<file path="src/rtl/rs_issue_scheduler.sv">
// rs_issue_scheduler: busy/age tracking, dual-slot allocation and oldest-first dual issue for a reservation station
// Ports:
//   clock, reset (sync, active-high), flush (squash all entries)
//   dispatch_valid -> alloc_grant, alloc_idx0/1, alloc_load (entry load strobes)
//   entry_ready, fu_avail -> issue_valid, issue_idx0/1, issue_use (entry use/free strobes)
//   free_count, rs_full: registered occupancy reported to dispatch
module rs_issue_scheduler #(
    parameter int RS_SIZE = 8,
    parameter int AGE_W   = 4
) (
    input  logic                         clock,
    input  logic                         reset,
    input  logic                         flush,
    input  logic [1:0]                   dispatch_valid,
    output logic [1:0]                   alloc_grant,
    output logic [$clog2(RS_SIZE)-1:0]   alloc_idx0,
    output logic [$clog2(RS_SIZE)-1:0]   alloc_idx1,
    output logic [RS_SIZE-1:0]           alloc_load,
    input  logic [RS_SIZE-1:0]           entry_ready,
    input  logic [1:0]                   fu_avail,
    output logic [1:0]                   issue_valid,
    output logic [$clog2(RS_SIZE)-1:0]   issue_idx0,
    output logic [$clog2(RS_SIZE)-1:0]   issue_idx1,
    output logic [RS_SIZE-1:0]           issue_use,
    output logic [$clog2(RS_SIZE+1)-1:0] free_count,
    output logic                         rs_full
);
    localparam int IW = $clog2(RS_SIZE);
    localparam int CW = $clog2(RS_SIZE+1);
    logic [RS_SIZE-1:0] busy;
    logic [AGE_W-1:0]   age [RS_SIZE];
    logic               f0, f1, h0, h1, live;
    logic [IW-1:0]      o0, o1;
    logic [AGE_W-1:0]   ab0, ab1;
    logic [RS_SIZE-1:0] cand;
    assign live = !reset && !flush;
    assign cand = busy & entry_ready;
    assign rs_full = free_count == '0;
    // lowest and second-lowest free entries
    always_comb begin
        alloc_idx0 = '0;
        alloc_idx1 = '0;
        f0 = 1'b0;
        f1 = 1'b0;
        for (int i = 0; i < RS_SIZE; i++) begin
            if (!busy[i] && !f0) begin
                alloc_idx0 = IW'(i);
                f0 = 1'b1;
            end else if (!busy[i] && !f1) begin
                alloc_idx1 = IW'(i);
                f1 = 1'b1;
            end
        end
    end
    assign alloc_grant[0] = live && dispatch_valid[0] && free_count >= CW'(1);
    assign alloc_grant[1] = live && dispatch_valid[1] && alloc_grant[0] && free_count >= CW'(2);
    assign alloc_load = (alloc_grant[0] ? RS_SIZE'(1) << alloc_idx0 : '0) |
                        (alloc_grant[1] ? RS_SIZE'(1) << alloc_idx1 : '0);
    // oldest and next-oldest candidates; strict compare keeps the lower index on ties
    always_comb begin
        h0 = 1'b0;
        h1 = 1'b0;
        o0 = '0;
        o1 = '0;
        ab0 = '0;
        ab1 = '0;
        for (int i = 0; i < RS_SIZE; i++) begin
            if (cand[i] && (!h0 || age[i] > ab0)) begin
                h0 = 1'b1;
                o0 = IW'(i);
                ab0 = age[i];
            end
        end
        for (int i = 0; i < RS_SIZE; i++) begin
            if (cand[i] && IW'(i) != o0 && (!h1 || age[i] > ab1)) begin
                h1 = 1'b1;
                o1 = IW'(i);
                ab1 = age[i];
            end
        end
    end
    // oldest goes to the lowest available port; port 1 gets the oldest when port 0 is busy
    assign issue_valid[0] = live && fu_avail[0] && h0;
    assign issue_valid[1] = live && fu_avail[1] && (fu_avail[0] ? h1 : h0);
    assign issue_idx0 = o0;
    assign issue_idx1 = fu_avail[0] ? o1 : o0;
    assign issue_use = (issue_valid[0] ? RS_SIZE'(1) << issue_idx0 : '0) |
                       (issue_valid[1] ? RS_SIZE'(1) << issue_idx1 : '0);
    always_ff @(posedge clock) begin
        if (reset || flush) begin
            busy <= '0;
            free_count <= CW'(RS_SIZE);
            for (int i = 0; i < RS_SIZE; i++) age[i] <= '0;
        end else begin
            free_count <= free_count - CW'(alloc_grant[0]) - CW'(alloc_grant[1])
                          + CW'(issue_valid[0]) + CW'(issue_valid[1]);
            for (int i = 0; i < RS_SIZE; i++) begin
                if (alloc_load[i]) begin
                    busy[i] <= 1'b1;
                    age[i] <= '0;
                end else if (issue_use[i]) begin
                    busy[i] <= 1'b0;
                end else if (busy[i]) begin
                    age[i] <= (&age[i]) ? age[i] : age[i] + 1'b1;
                end
            end
        end
    end
endmodule

</file>
<file path="config.mk">
export PLATFORM = sky130hd
export DESIGN_NAME = rs_issue_scheduler
export DESIGN_NICKNAME = d
export VERILOG_FILES = /design/src/rtl/rs_issue_scheduler.sv
export SDC_FILE = /design/constraint.sdc
export NUM_CORES = 1
export LEC_CHECK = 0
export CAP_MARGIN = 20
export CORE_ASPECT_RATIO = 2
export CORE_MARGIN = 5
export CORE_UTILIZATION = 45
export DETAILED_ROUTE_END_ITERATION = 16
export GPL_TIMING_DRIVEN = 0
export HOLD_SLACK_MARGIN = 0.03
export PLACE_DENSITY_LB_ADDON = 0.08
export SLEW_MARGIN = 15
export SYNTH_ARGS = -nofsm -noshare
export SYNTH_HDL_FRONTEND = slang
export SYNTH_SLANG_ARGS = --single-unit
</file>
<file path="constraint.sdc">
create_clock -name clock -period 35.3 [get_ports clock]
set_clock_uncertainty 0.2 [all_clocks]
set_input_delay 7.06 -clock clock [delete_from_list [all_inputs] [get_ports clock]]
set_output_delay 7.06 -clock clock [all_outputs]
set_load 0.01 [all_outputs]
</file>
**Run 1: clock routing**

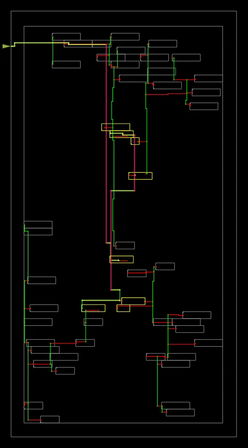
clock buf count: 6
Clock net power: 56.8 uW

**Run 1: close-up of the layout**

Region (0, 100) to (50, 150) um. Cells in gray, sequential cells in the stronger gray; small squares are vias.
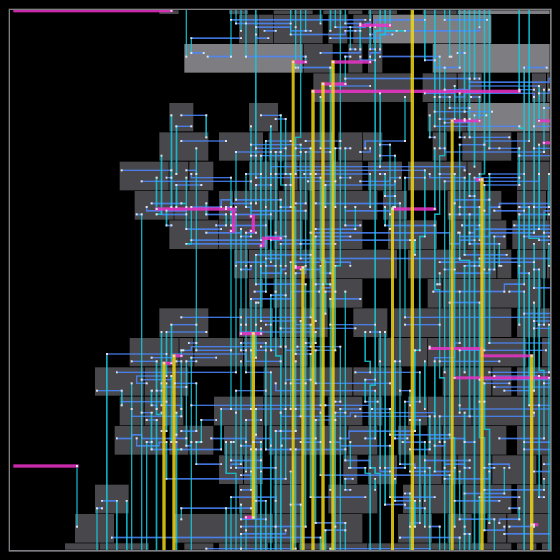
Key: cyan = M2; yellow = M4; magenta = M3; blue = M1
Most frequent: ha_1 (23), buf_4 (13), inv_1 (12). 136 logic cells have their middle in the window. Sequential cells in the window: 4. Netlist names of flops here include age (4).

**Run 1: power grid**

Pins as bars on the die edge.
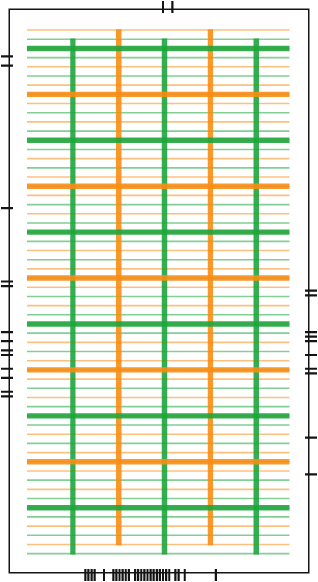
Key: green = VSS; orange = VDD
52 signal pins sit on the boundary. 5 straps on met4. 58 met1 rails follow the rows. The core has 57 rows.
core area: 12100 sq um
die width: 88.2 um
die height: 166 um
maximum VDD drop: 0.0242 mV

==> changes_impl.md, run 1 <==
## Implementation

- Status: complete, no violations
- Seq area share: about 17%
- Net Sw Frac: just under 30%
- Top cells excl fill/tap: 63 x ha_1, 55 x nand2_1, 53 x buf_4, 45 x inv_1, 42 x nor2_1
- Class of the worst hold path: reg -> reg
- CTS max path bufs: 2
- Slowest cell on crit path: a221o_1
- Tapcell Cnt: about 150
- Top layer in use: met4
- Top flop regs: age (32), busy (8), free_count (4)
- CTS tree: yes
- XOR/XNOR Fraction of Synth Area: 2.86%
- Diodes inserted: 0
- Post-Syn Area: between 5000 and 6000 sq um
- Pin count of the biggest net entering global routing: 15
- Final instance area: about 7000 sq um
- I/O Buffers: 51
- Total number of vias: between 5000 and 6000
- Final clock-cell share: under 10%
- Final clock period utilization by the worst path: between 90 and 100%
- Final Hold Fails: 0
- Main area contributors: edfxtp_1 17%, ha_1 16%, dfxtp_1 4.4%, nand2_1 4.0%, mux2_2 3.5%
- Adder Share, Synth: between 10% and 20%
- Yosys Instances: between 600 and 700
- Largest register FFs: 32
- DP Wirelength: about 14 mm
- CP required: roughly 28 ns
- Setup crit start: entry_ready[0]
- Stages on the worst setup path: roughly 110
- Filler cells: around 1100
- Crit path top cell by count: ha_1
- GRT Total Usage: 24.6%
- Worst-path clk slew: around 0.07 ns
- TritonCTS buffer count: 5
- Multi-input gates: around 530
- Drt wl/cell: about 21 um
- Cell accounting for the most synthesized area: edfxtp_1
- Post-synth top cells: 69 x ha_1, 58 x nand2_1, 45 x inv_1
- Comb power frac: around 26%
- Hold_sp: age[0][0]
## Run 2: what changed since run 1
clock period = 39 ns   (was 35.3 ns; I/O delays follow)
**Run 2: clock routing**

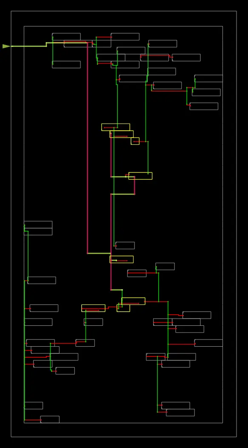
Sink Count: 44
FFs & Latches: 44
TritonCTS buffer count: 5
worst skew pair latency: 0.29 ns
Clock net power: 51.0 uW

**Run 2: power grid**

Pins as bars on the die edge.
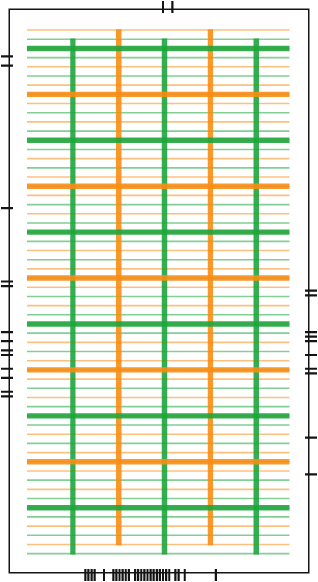
Key: orange = VDD; green = VSS
58 met1 rails follow the rows. 52 signal pins sit on the boundary. 11 straps on met5. The core has 57 rows.
maximum VDD drop: 0.0217 mV

**Run 2: gate-type map**

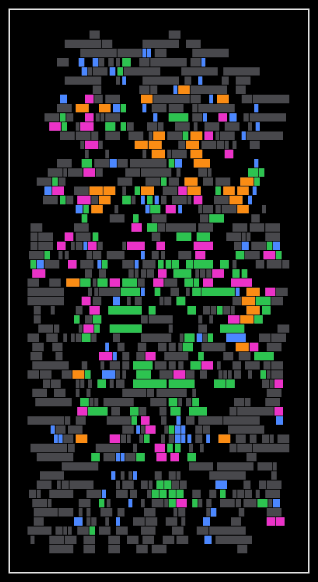
Key: green = aoi and oai cells [cells 110]; magenta = non-inverting ao/oa cells [cells 53]; orange = mux cells [cells 34]; blue = nor cells [cells 71]
Commonest Layout Cell: ha_1
logic share of the area: 62.3%

==> run 2 against run 1 <==
Worst setup slack improved by 0.45 ns. Sequential cell count did not move. Clock power fell by about 10%. Sequential share of layout area rose by 1.4 points. Count of clock-buffer cells in the layout did not move. Critical endpoint is now issue_use[1]. Worst hold slack barely moved. First-iteration DRC count fell by 13%. Sequential power fell by 9.9%. Die size did not move. Cell count fell by 3.8%. Global-route usage fell by 0.68 points.
==> changes_impl.md, run 2 <==
## Implementation

- Status: complete, no violations
- Net Sw Frac: between 20% and 30%
- Adder Share, Synth: 16.8%
- Slowest cell on crit path: clkdlybuf4s50_1
- Yosys Instances: 640
- Final clock period utilization by the worst path: 97.3%
- Tapcell Cnt: 147
- CP required: 31.00 ns
- Diodes inserted: 0
- CTS max path bufs: 2
- Crit path top cell by count: ha_1
- XOR/XNOR Fraction of Synth Area: between 2 and 3%
- Clock buf count: 6
- Top layer in use: met4
- Class of the worst hold path: reg -> reg
- Comb power frac: ~23%
- CTS tree: yes
- Total number of vias: ~5200
- Cell accounting for the most synthesized area: edfxtp_1
- Main area contributors: edfxtp_1 17%, ha_1 16%, dfxtp_1 4.4%, nand2_1 4.0%, mux2_2 3.5%
- Die height: between 150 and 200 um
- Hold_sp: age[0][0]
- Worst-path clk slew: 0.07 ns
- GRT Total Usage: 23.9%
- Drt wl/cell: between 20 and 25 um
- Filler cells: 1126
- Post-synth top cells: 69 x ha_1, 58 x nand2_1, 45 x inv_1
- Top cells excl fill/tap: 69 x ha_1, 56 x nand2_1, 46 x clkdlybuf4s50_1, 45 x inv_1, 44 x nor2_1
- DP Wirelength: roughly 14 mm
- Multi-input gates: between 500 and 600
- Final instance area: around 6700 sq um
- Largest register FFs: 32
- I/O Buffers: roughly 50
- Seq area share: between 10% and 20%
- Die width: 88.2 um
- Top flop regs: age (32), busy (8), free_count (4)
## Run 3: what changed since run 2
CORE_UTILIZATION = 50   (was 45)
CTS_CLUSTER_DIAMETER = 120   (was unset)
**Run 3: close-up of the layout**

Region (0, 94) to (50, 144) um. Cells in gray, sequential cells in the stronger gray; small squares are vias.
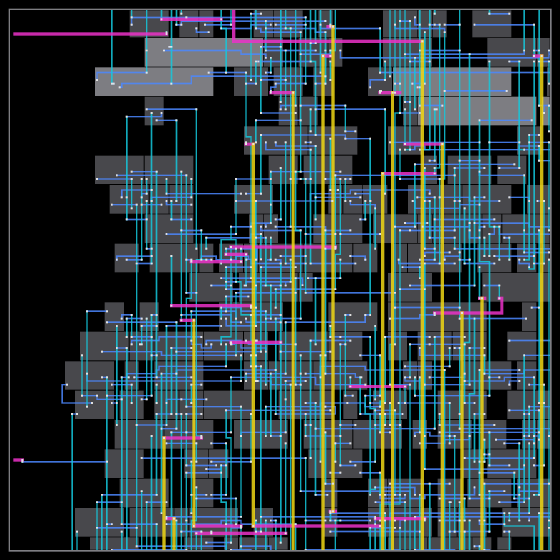
Key: cyan = M2; blue = M1; yellow = M4; magenta = M3
Sequential cells in the window: 4. 151 logic cells have their middle in the window. Most frequent: ha_1 (31), inv_1 (12), nor2_1 (10). Netlist names of flops here include age (4).

**Run 3: power grid**

Pins as bars on the die edge.
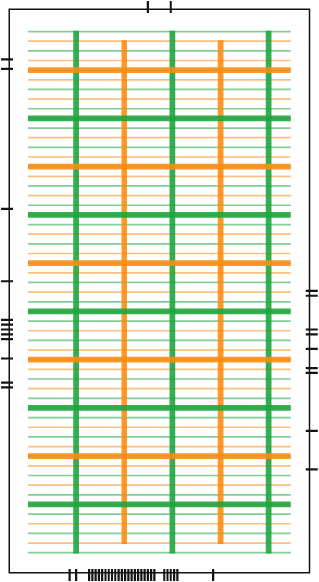
Key: orange = VDD; green = VSS
The core has 54 rows. 10 straps on met5.
core area: 10900 sq um
maximum VDD drop: 0.0233 mV
die height: 158 um
die width: 84.2 um

==> run 3 against run 2 <==
Non-clock buffer count grew 7. Design area rose by 0.11%. Core utilization increased by 6.0 points. Power is 6.6% lower. Area after synthesis stayed put. Global-route usage grew 1.5 points. First-iteration DRC count down 5.0%. Sequential share of layout area is essentially flat. Clock power fell by 18%. Worst hold slack better by 0.011 ns. Synthesized cell count did not move. Combinational power barely moved. Critical path type unchanged. Critical endpoint is now issue_use[0].
==> changes_impl.md, run 3 <==
## Implementation

- Status: complete, no violations
- Post-Syn Area: 5510 sq um
- Stages on the worst setup path: roughly 110
- Class of the worst hold path: reg -> reg
- Filler cells: just under 1000
- Total number of vias: 5352
- CP required: just over 30 ns
- Final clock period utilization by the worst path: about 97%
- I/O Buffers: slightly above 50
- Net Sw Frac: between 30 and 40%
- Hold_sp: age[0][0]
- Post-synth top cells: 69 x ha_1, 58 x nand2_1, 45 x inv_1
- Setup crit start: entry_ready[0]
- Yosys Instances: 640
- Slowest cell on crit path: clkdlybuf4s50_1
- TritonCTS buffer count: 5
- Commonest Layout Cell: ha_1
- Crit path top cell by count: ha_1
- Cell accounting for the most synthesized area: edfxtp_1
- Pin count of the biggest net entering global routing: 14
- Main area contributors: edfxtp_1 17%, ha_1 16%, dfxtp_1 4.4%, nand2_1 4.0%, mux2_2 3.5%
- Adder Share, Synth: about 17%
- Top layer in use: met4
- Worst-path clk slew: roughly 0.070 ns
- Top cells excl fill/tap: 69 x ha_1, 56 x nand2_1, 48 x clkdlybuf4s50_1, 45 x inv_1, 44 x nor2_1
- Drt wl/cell: between 20 and 25 um
- Final Hold Fails: 0
- Sink Count: around 44
**Run 3: where the registers sit**

Other cells in gray.
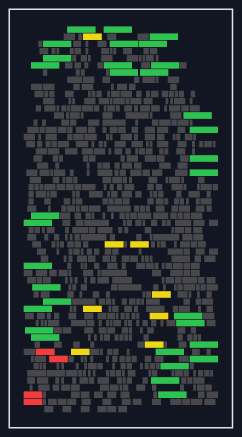
Key: red = free_count [flops 4, where lower left]; yellow = busy [flops 8]; green = age [flops 32, where all over the die]
Seq. pwr: 55.8 uW
Seq area share: 18.0%
Flop area: 1200 sq um

No activity file was given, so power comes from the tool's default toggle rates.
